**Run 1: sizing map**

Bar = 50 um.
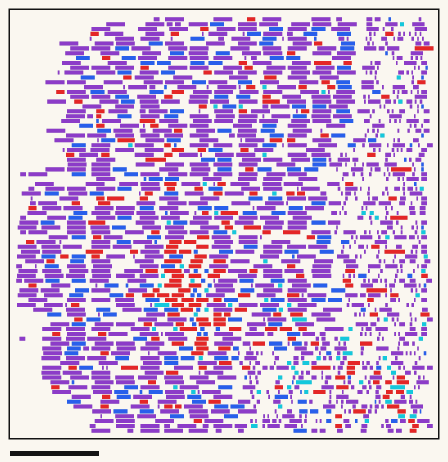
**Run 1: the clock network**

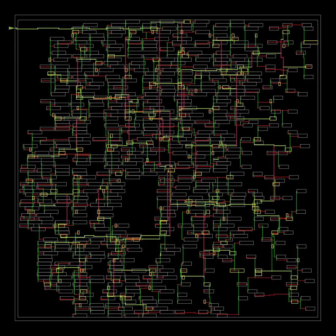
**Run 1: layout detail**

Region (165, 45) to (195, 75) um. Cells in grey, sequential cells in the stronger grey; small squares are vias.
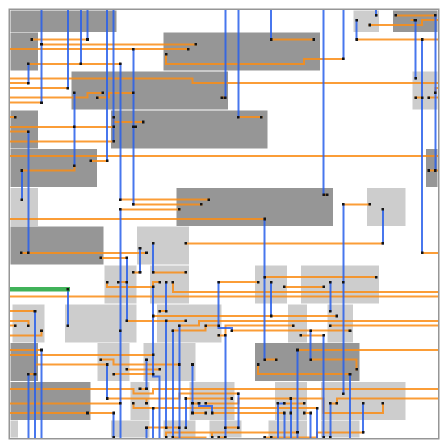
**Run 1: clock distribution**

Bar = 50 um.
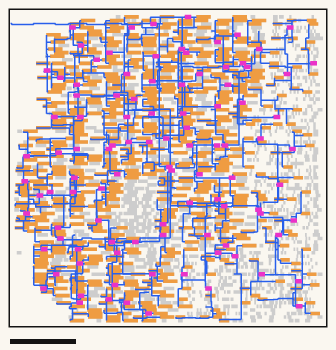
[config.mk]
export PLATFORM = sky130hd
export DESIGN_NAME = dircc_packet_tx
export DESIGN_NICKNAME = d
export VERILOG_FILES = /design/src/rtl/dircc_packet_tx.sv
export SDC_FILE = /design/constraint.sdc
export NUM_CORES = 1
export LEC_CHECK = 0
export ABC_CLOCK_PERIOD_IN_PS = 2600
export CELL_PAD_IN_SITES_DETAIL_PLACEMENT = 1
export CELL_PAD_IN_SITES_GLOBAL_PLACEMENT = 2
export CORE_MARGIN = 2
export CORE_UTILIZATION = 42
export CTS_BUF_LIST = sky130_fd_sc_hd__clkbuf_8
export DETAILED_ROUTE_END_ITERATION = 6
export PLACE_DENSITY_LB_ADDON = 0.1
export SETUP_SLACK_MARGIN = 0.15
export SYNTH_ARGS = -nofsm -noshare
export SYNTH_HDL_FRONTEND = slang
export SYNTH_SLANG_ARGS = --single-unit
[constraint.sdc]
create_clock -name clk_clk -period 2.6 [get_ports clk_clk]
set_clock_uncertainty 0.15 [all_clocks]
set_input_delay 0.39 -clock clk_clk [delete_from_list [all_inputs] [get_ports clk_clk]]
set_output_delay 0.39 -clock clk_clk [all_outputs]
set_load 0.02 [all_outputs]
[src/rtl/dircc_packet_tx.sv]
// Store-and-forward packet transmitter: buffers one message from local logic, then
// emits it to the router as {destination header, source header, payload...}.
module dircc_packet_tx #(
  parameter int DATA_W    = 32,
  parameter int MAX_WORDS = 16,
  parameter int CNT_W     = 5
) (
  input  logic              clk_clk,
  input  logic              reset_reset,
  input  logic [DATA_W-1:0] address_address,
  input  logic [DATA_W-1:0] wr_dest,
  input  logic [DATA_W-1:0] wr_data,
  input  logic              wr_valid,
  input  logic              wr_last,
  input  logic [1:0]        wr_empty,
  output logic              wr_ready,
  output logic [DATA_W-1:0] output_here_data,
  output logic              output_here_valid,
  input  logic              output_here_ready,
  output logic              output_here_startofpacket,
  output logic              output_here_endofpacket,
  output logic [1:0]        output_here_empty,
  output logic              busy,
  output logic              tx_done,
  output logic              err_overflow
);

  localparam int AW = CNT_W - 1;

  typedef enum logic [2:0] {
    S_IDLE,
    S_LOAD,
    S_DROP,
    S_SEND_DST,
    S_SEND_SRC,
    S_PAYLOAD
  } state_t;

  state_t            state_q, state_d;
  logic [CNT_W-1:0]  wr_cnt_q, wr_cnt_d;
  logic [CNT_W-1:0]  rd_cnt_q, rd_cnt_d;
  logic [CNT_W-1:0]  len_q, len_d;
  logic [1:0]        empty_q, empty_d;
  logic [DATA_W-1:0] dest_q, dest_d;
  logic [DATA_W-1:0] src_q, src_d;
  logic              tx_done_q, tx_done_d;
  logic              err_overflow_q, err_overflow_d;

  logic [DATA_W-1:0] mem_q [MAX_WORDS];
  logic              mem_we;
  logic [AW-1:0]     mem_waddr;
  logic [DATA_W-1:0] mem_wdata;
  logic              rd_last;

  always_comb begin
    state_d        = state_q;
    wr_cnt_d       = wr_cnt_q;
    rd_cnt_d       = rd_cnt_q;
    len_d          = len_q;
    empty_d        = empty_q;
    dest_d         = dest_q;
    src_d          = src_q;
    tx_done_d      = 1'b0;
    err_overflow_d = 1'b0;
    mem_we         = 1'b0;
    mem_waddr      = wr_cnt_q[AW-1:0];
    mem_wdata      = wr_data;
    rd_last        = (rd_cnt_q == len_q - 1'b1);

    wr_ready                  = 1'b0;
    output_here_valid         = 1'b0;
    output_here_startofpacket = 1'b0;
    output_here_endofpacket   = 1'b0;
    output_here_data          = '0;
    output_here_empty         = '0;

    unique case (state_q)
      S_IDLE, S_LOAD: begin
        wr_ready = 1'b1;
        if (wr_valid) begin
          mem_we   = 1'b1;
          wr_cnt_d = wr_cnt_q + 1'b1;
          if (state_q == S_IDLE) begin
            dest_d = wr_dest;
          end
          if (wr_last) begin
            len_d    = wr_cnt_q + 1'b1;
            empty_d  = wr_empty;
            wr_cnt_d = '0;
            state_d  = S_SEND_DST;
          end else if (wr_cnt_q == CNT_W'(MAX_WORDS - 1)) begin
            // buffer full without a last marker: truncate and discard the tail
            len_d          = CNT_W'(MAX_WORDS);
            empty_d        = '0;
            err_overflow_d = 1'b1;
            wr_cnt_d       = '0;
            state_d        = S_DROP;
          end else begin
            state_d = S_LOAD;
          end
        end
      end
      S_DROP: begin
        wr_ready = 1'b1;
        if (wr_valid && wr_last) begin
          state_d = S_SEND_DST;
        end
      end
      S_SEND_DST: begin
        output_here_valid         = 1'b1;
        output_here_startofpacket = 1'b1;
        output_here_data          = dest_q;
        if (output_here_ready) begin
          src_d    = address_address;
          rd_cnt_d = '0;
          state_d  = S_SEND_SRC;
        end
      end
      S_SEND_SRC: begin
        output_here_valid = 1'b1;
        output_here_data  = src_q;
        if (output_here_ready) begin
          state_d = S_PAYLOAD;
        end
      end
      S_PAYLOAD: begin
        output_here_valid       = 1'b1;
        output_here_data        = mem_q[rd_cnt_q[AW-1:0]];
        output_here_endofpacket = rd_last;
        output_here_empty       = rd_last ? empty_q : 2'b00;
        if (output_here_ready) begin
          if (rd_last) begin
            tx_done_d = 1'b1;
            state_d   = S_IDLE;
          end else begin
            rd_cnt_d = rd_cnt_q + 1'b1;
          end
        end
      end
      default: state_d = S_IDLE;
    endcase
  end

  always_ff @(posedge clk_clk) begin
    if (reset_reset) begin
      state_q        <= S_IDLE;
      wr_cnt_q       <= '0;
      rd_cnt_q       <= '0;
      len_q          <= '0;
      empty_q        <= '0;
      dest_q         <= '0;
      src_q          <= '0;
      tx_done_q      <= 1'b0;
      err_overflow_q <= 1'b0;
    end else begin
      state_q        <= state_d;
      wr_cnt_q       <= wr_cnt_d;
      rd_cnt_q       <= rd_cnt_d;
      len_q          <= len_d;
      empty_q        <= empty_d;
      dest_q         <= dest_d;
      src_q          <= src_d;
      tx_done_q      <= tx_done_d;
      err_overflow_q <= err_overflow_d;
    end
  end

  always_ff @(posedge clk_clk) begin
    if (mem_we) begin
      mem_q[mem_waddr] <= mem_wdata;
    end
  end

  assign busy         = (state_q != S_IDLE);
  assign tx_done      = tx_done_q;
  assign err_overflow = err_overflow_q;

endmodule
==> qor.log, run 1 <==
[sta] fmax 278 MHz
[place] GPL Wtd Cong 0.733
[sta] setup repair after global routing missed its margin yes
[routing] Pre-antenna DRT Iters 5
[layout] fill count 5031
[yosys] Mapped Cells 1280
[power] Leak 9.70 nW
[cts] H-tree level count 3
[power] total design power 19.3 mW
[yosys] area share, top type 0.654
[routing] final antenna-violating net count 0
[layout] fraction of final layout cells sized beyond drive strength 1 0.309
[global_routing] GRT Residual Overflow 0
[routing] DR DRC count 0
[routing] detailed-routing wirelength on met1 28400 um
[critical_path] setup slack on the worst flop-to-flop path 0.21 ns
[layout] most numerous logic cell after layout edfxtp_1
[critical_path] classification of the worst setup path reg2out
[sta] final setup TNS -31.34 ns
[yosys] Post-Synthesis Net Count 1391
[layout] count of inverters other than clock inverters in the layout 11
[global_routing] largest net degree at the start of global routing 67
[critical_path] data arrival at the endpoint of the critical path 3.06 ns
[floorplan] Total Die Area 57900 um^2
[place] dpl hpwl 38300 um
[min_path] number of cells on the worst hold path 3
[critical_path] maximum fanout count along the critical path 7
[outcome] outcome finished with violations
[yosys] count of flip-flops with a built-in enable after synthesis 512
[yosys] number of distinct library cells after synthesis 43
[global_routing] GR Util met2 0.377
[floorplan] number of cell rows 86
[job] total number of warnings across the stage logs 33
[yosys] yosys warning tally 0
[outcome] violations in the final reports setup timing
[global_routing] met3 routing resource usage after global routing 0.0446
[global_routing] number of antenna violations at the first check in global routing 6
[layout] Antenna diodes 2
[yosys] cell area after technology mapping 23500 um^2
[critical_path] cell depth of the worst flop-to-flop path 10
[power] Comb pwr share 0.051
[global_routing] vias in the first global route 13936
[layout] Sequential cell area 17200 um^2
[cts] buffer type at the clock tree root clkbuf_8
[sta] Max transition margin 0.588
[sta] number of failing hold endpoints at the final stage 0
[routing] initial drt markers 1052
[critical_path] Slowest Stage Delay on Critical Path 0.52 ns
[yosys] proportion of register bits with asynchronous set or reset after synthesis 0
[layout] Comb area 6080 um^2
[critical_path] sequence of cells on the critical path buf_12 -> buf_12 -> buf_12 -> buf_16 -> mux4_2 -> mux4_2 -> mux2i_2 -> o21ai_1 -> buf_4
[yosys] YS chip area 23500 um^2
[critical_path] Worst path slowest cell mux4_2
[sta] post-layout period usage 1.39
[place] placed inst area 26900 um^2
[routing] wire length on met2 31800 um
[layout] Final Net Count 1695
[power] register share of total power 0.552
[layout] top cell category flip-flops and latches
[place] placement-stage worst setup slack -0.665 ns
[power] Power per Cell Area 649 nW/um^2
[global_routing] wire length of the first global-routing pass 94400 um
[sta] worst path setup slack after routing -1.00 ns
[cts] Resized Gates After CTS 227
[place] Post-Place Cells 2186
[yosys] synthesized area per cell 18.4 um^2
[floorplan] Die Ht 241 um
[routing] total wirelength of the detailed-routed design 64700 um
[sta] final setup violating endpoints 35
[routing] top routing layer in use met5
[critical_path] Crit path depth 9
[global_routing] met1 GRT Util 0.314
[floorplan] core region area 55200 um^2
[layout] Final Non-Filler Cells 2413
[critical_path] Reg2Reg Launch Point len_q[0]
[floorplan] Die X 241 um
[yosys] fraction of the yosys area taken by sequential cells 0.731
Notes on 'sizing map' above:
[red] _6 and larger | cells: 211 | share: 13% | most used: clkbuf_8
[blue] _2 cells | cells: 230 | share: 14% | most used: mux4_2
[cyan] _3 and _4 cells | cells: 73 | share: 4.4% | most used: buf_4
[purple] _0 and _1 cells | cells: 1149 | share: 69% | most used: edfxtp_1
worst path setup slack after routing: -1.00 ns
post-route design area: 29700 um^2
buffers outside the clock class: 278

Notes on 'the clock network' above:
clock network power: 7.67 mW
Insertion Delay late pin: 0.68 ns
clock buffer count from CTS: 101
Num Clock Sinks: 602
Clock Buffer Count: 103

Notes on 'layout detail' above:
[orange] metal 1
[green] metal 3
[blue] metal 2
cells with their middle in the window: 28
sequential cells in the window: 9
most frequent: edfxtp_1 (6), dfxtp_1 (3)
netlist names of flops here include: mem_q (6), rd_cnt_q (3)

Notes on 'clock distribution' above:
[blue] clock wires | length: 7820 um
[magenta] clock drivers | count: 101
[orange] flip-flops | count: 602
routed clock nets: 102
flops lie: all over the die
share of total power in the clock network: 0.398

## run 1: flip-flops by register name, indices dropped and copies added (netlist names), 2 cells and up, named ones only
signal	cells
rd_cnt_q	5
mem_q	512
src_q	32
empty_q	2
wr_cnt_q	5
len_q	5
state_q	3
dest_q	32
## run 1: logic make-up after synthesis
group / count (synthesis) / synth area share
adders and majority gates: 8 / 0.00426
DFF: 602 / 0.731
xor gates and xnor gates: 8 / 0.00298
buffers and inverters: 88 / 0.0170
muxes: 196 / 0.169
and+or+nand+nor: 248 / 0.0463
AOI/OAI and AO/OA: 130 / 0.0298
**Run 1: register map, names as in the netlist**

Bar = 50 um. Other sequential cells in the stronger grey, the rest of the logic in the fainter grey.
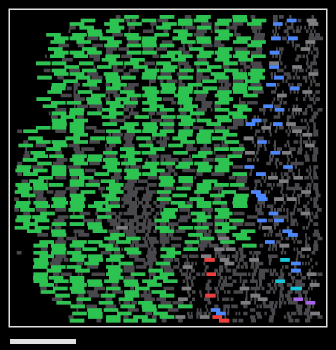

==> run 2, diff against run 1 <==
--- a/config.mk
+++ b/config.mk
@@ -9,7 +9,6 @@
 export CELL_PAD_IN_SITES_DETAIL_PLACEMENT = 1
 export CELL_PAD_IN_SITES_GLOBAL_PLACEMENT = 2
-export CORE_MARGIN = 2
-export CORE_UTILIZATION = 42
-export CTS_BUF_LIST = sky130_fd_sc_hd__clkbuf_8
+export CORE_MARGIN = 10
+export CORE_UTILIZATION = 41
 export DETAILED_ROUTE_END_ITERATION = 6
 export PLACE_DENSITY_LB_ADDON = 0.1
--- a/constraint.sdc
+++ b/constraint.sdc
@@ -3,3 +3,3 @@
 set_input_delay 0.39 -clock clk_clk [delete_from_list [all_inputs] [get_ports clk_clk]]
 set_output_delay 0.39 -clock clk_clk [all_outputs]
-set_load 0.02 [all_outputs]
+set_load 0.1 [all_outputs]
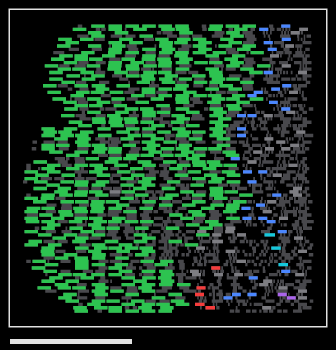
**Above:** run 2 (register map, names as in the netlist).
Bar = 100 um. Other sequential cells in the stronger grey, the rest of the logic in the fainter grey.
[cyan] state_q | placed flops: 3
[green] mem_q | placed flops: 512
[red] len_q | placed flops: 5 | where: bottom middle
[blue] src_q | placed flops: 32 | where: a vertical strip on the right
[purple] empty_q | placed flops: 2
sequential fraction of total cell area: 0.563
sequential group power: 10.6 mW
Sequential cell area: 17200 um^2

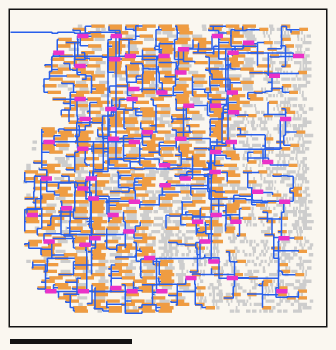
**Above:** run 2 (clock distribution).
Bar = 100 um.
share of total power in the clock network: 0.439
Insertion Delay late pin: 0.60 ns
clock network power: 9.21 mW

==> qor.log, run 2 <==
[outcome] outcome finished with violations
[outcome] violations in the final reports setup timing
[critical_path] setup slack on the worst flop-to-flop path 0.31 ns [+0.10 ns]
[layout] Final Non-Filler Cells 2357 [-2.3%]
[sta] worst path setup slack after routing -0.955 ns [+0.0482 ns]
[yosys] yosys xor share 0.00298 [unchanged]
[routing] wire length on met2 31200 um [-1.8%]
[yosys] adder and majority gate portion of the synthesized area 0.00426 [unchanged]
[layout] most numerous logic cell after layout edfxtp_1
[min_path] number of cells on the worst hold path 3 [unchanged]
[yosys] Post-Synthesis Net Count 1391 [unchanged]
[layout] Comb area 6470 um^2 [+6.5%]
[job] Max Cap Viol 0
[global_routing] vias in the first global route 13927 [-0.065%]
[critical_path] Reg2Reg Launch Point len_q[0]
[cts] Resized Gates After CTS 42 [-81%]
[critical_path] classification of the worst setup path reg2out
[layout] registers with the highest flip-flop counts mem_q x512, dest_q x32, src_q x32
[yosys] cell area after technology mapping 23500 um^2 [unchanged]
[cts] maximum buffer depth of the clock tree 3
[floorplan] Total Die Area 67300 um^2 [+16%]
[critical_path] Crit path depth 9 [unchanged]
[sta] fmax 281 MHz [+1.4%]
[layout] post-route design area 30600 um^2 [+2.9%]
[routing] Vias 12781
[global_routing] met3 routing resource usage after global routing 0.0369 [-0.00768]
[place] GPL Wtd Cong 0.736 [+0.44%]
[global_routing] met1 GRT Util 0.263 [-0.0513]
[yosys] commonest register cell after synthesis edfxtp_1
[floorplan] Die Ht 259 um [+7.8%]
[yosys] number of distinct library cells after synthesis 43 [unchanged]
[sta] final setup TNS -28.71 ns [+2.63 ns]
[critical_path] Slowest Stage Delay on Critical Path 0.57 ns [+0.05 ns]
[cts] H-tree level count 3 [unchanged]
[layout] largest register by flop count mem_q
[routing] final antenna-violating net count 0 [unchanged]
[floorplan] core region area 56600 um^2 [+2.5%]
[yosys] yosys warning tally 0 [unchanged]
[yosys] area fraction in mux cells 0.169 [unchanged]
[yosys] Simple-Gate Area Share 0.0463 [unchanged]
[sta] final setup violating endpoints 35 [unchanged]
[sta] post-layout period usage 1.37 [-0.0185]
[global_routing] GR Util met2 0.315 [-0.0612]
[routing] total wirelength of the detailed-routed design 64600 um [-0.12%]
[cts] buffer type at the clock tree root clkbuf_16
[global_routing] number of antenna violations at the first check in global routing 5 [-1]
[yosys] area share, top type 0.654 [unchanged]
[place] placed inst area 27800 um^2 [+3.0%]
[routing] Pre-antenna DRT Iters 7 [+2]
[global_routing] largest net degree at the start of global routing 54 [-19%]
[layout] flip-flop count of the largest register, all copies and words added 512 [unchanged]
[layout] Final Net Count 1664 [-1.8%]
[job] total number of warnings across the stage logs 33 [unchanged]
[layout] fill count 5038 [+0.14%]
[sta] Max transition margin 0.491 [-0.0972]
[global_routing] wire length of the first global-routing pass 95300 um [+1.0%]
[yosys] Mapped Cells 1280 [unchanged]
[floorplan] Die X 259 um [+7.8%]
[power] register share of total power 0.507 [-0.045]
[routing] top routing layer in use met5
[floorplan] number of cell rows 87 [+1.2%]
[sta] setup repair after global routing missed its margin yes
[critical_path] Worst path slowest cell mux4_2
[power] Comb pwr share 0.054 [+0.003]
[routing] detailed-routing wirelength on met1 28800 um [+1.1%]
[yosys] YS chip area 23500 um^2 [unchanged]
[critical_path] data arrival at the endpoint of the critical path 3.01 ns [-0.05 ns]
[cts] Num Clock Sinks 602 [unchanged]
[yosys] synthesized area per cell 18.4 um^2 [unchanged]
[critical_path] maximum fanout count along the critical path 7 [unchanged]
[global_routing] GRT Residual Overflow 0 [unchanged]
[yosys] area fraction in compound gates after synthesis 0.0298 [unchanged]
[critical_path] sequence of cells on the critical path buf_12 -> buf_12 -> buf_16 -> mux4_2 -> mux4_2 -> mux2i_1 -> buf_4 -> o21ai_4 -> buf_12
[sta] number of failing hold endpoints at the final stage 0 [unchanged]
[yosys] proportion of register bits with asynchronous set or reset after synthesis 0 [unchanged]
[place] Post-Place Cells 2209 [+1.1%]
[routing] DR DRC count 0 [unchanged]
==> run 2: cell counts after synthesis <==
Identical to the previous run, type by type.
==> run 2: cells by family after synthesis <==
logic type,after synthesis
AND/OR/NAND/NOR,248
buffers and inverters,88
AND-OR/OR-AND,130
flip-flops,602
multiplexers,196
adder cells (fa/ha/maj),8
XOR/XNOR,8
==> run 2: worst reg2reg max path, stage by stage, from the launching register on <==
cell	delay [ns]
dfxtp_2	0.32
buf_4	0.14
nor3_1	0.26
xnor2_1	0.18
a311oi_2	0.07
buf_6	0.16
buf_4	0.17
a21oi_1	0.26
mux2_2	0.44
==> run 2: cell type report <==
type                    count  area share
well taps                 756      0.0310
clock inverters            34      0.0108
multi-input cells         590       0.212
repair buffers            281       0.124
flip-flops and latches    602       0.563
inverters                  11     0.00176
diodes                      2    0.000164
clock buffers              81      0.0580
No activity file was given, so power comes from the tool's default toggle rates.
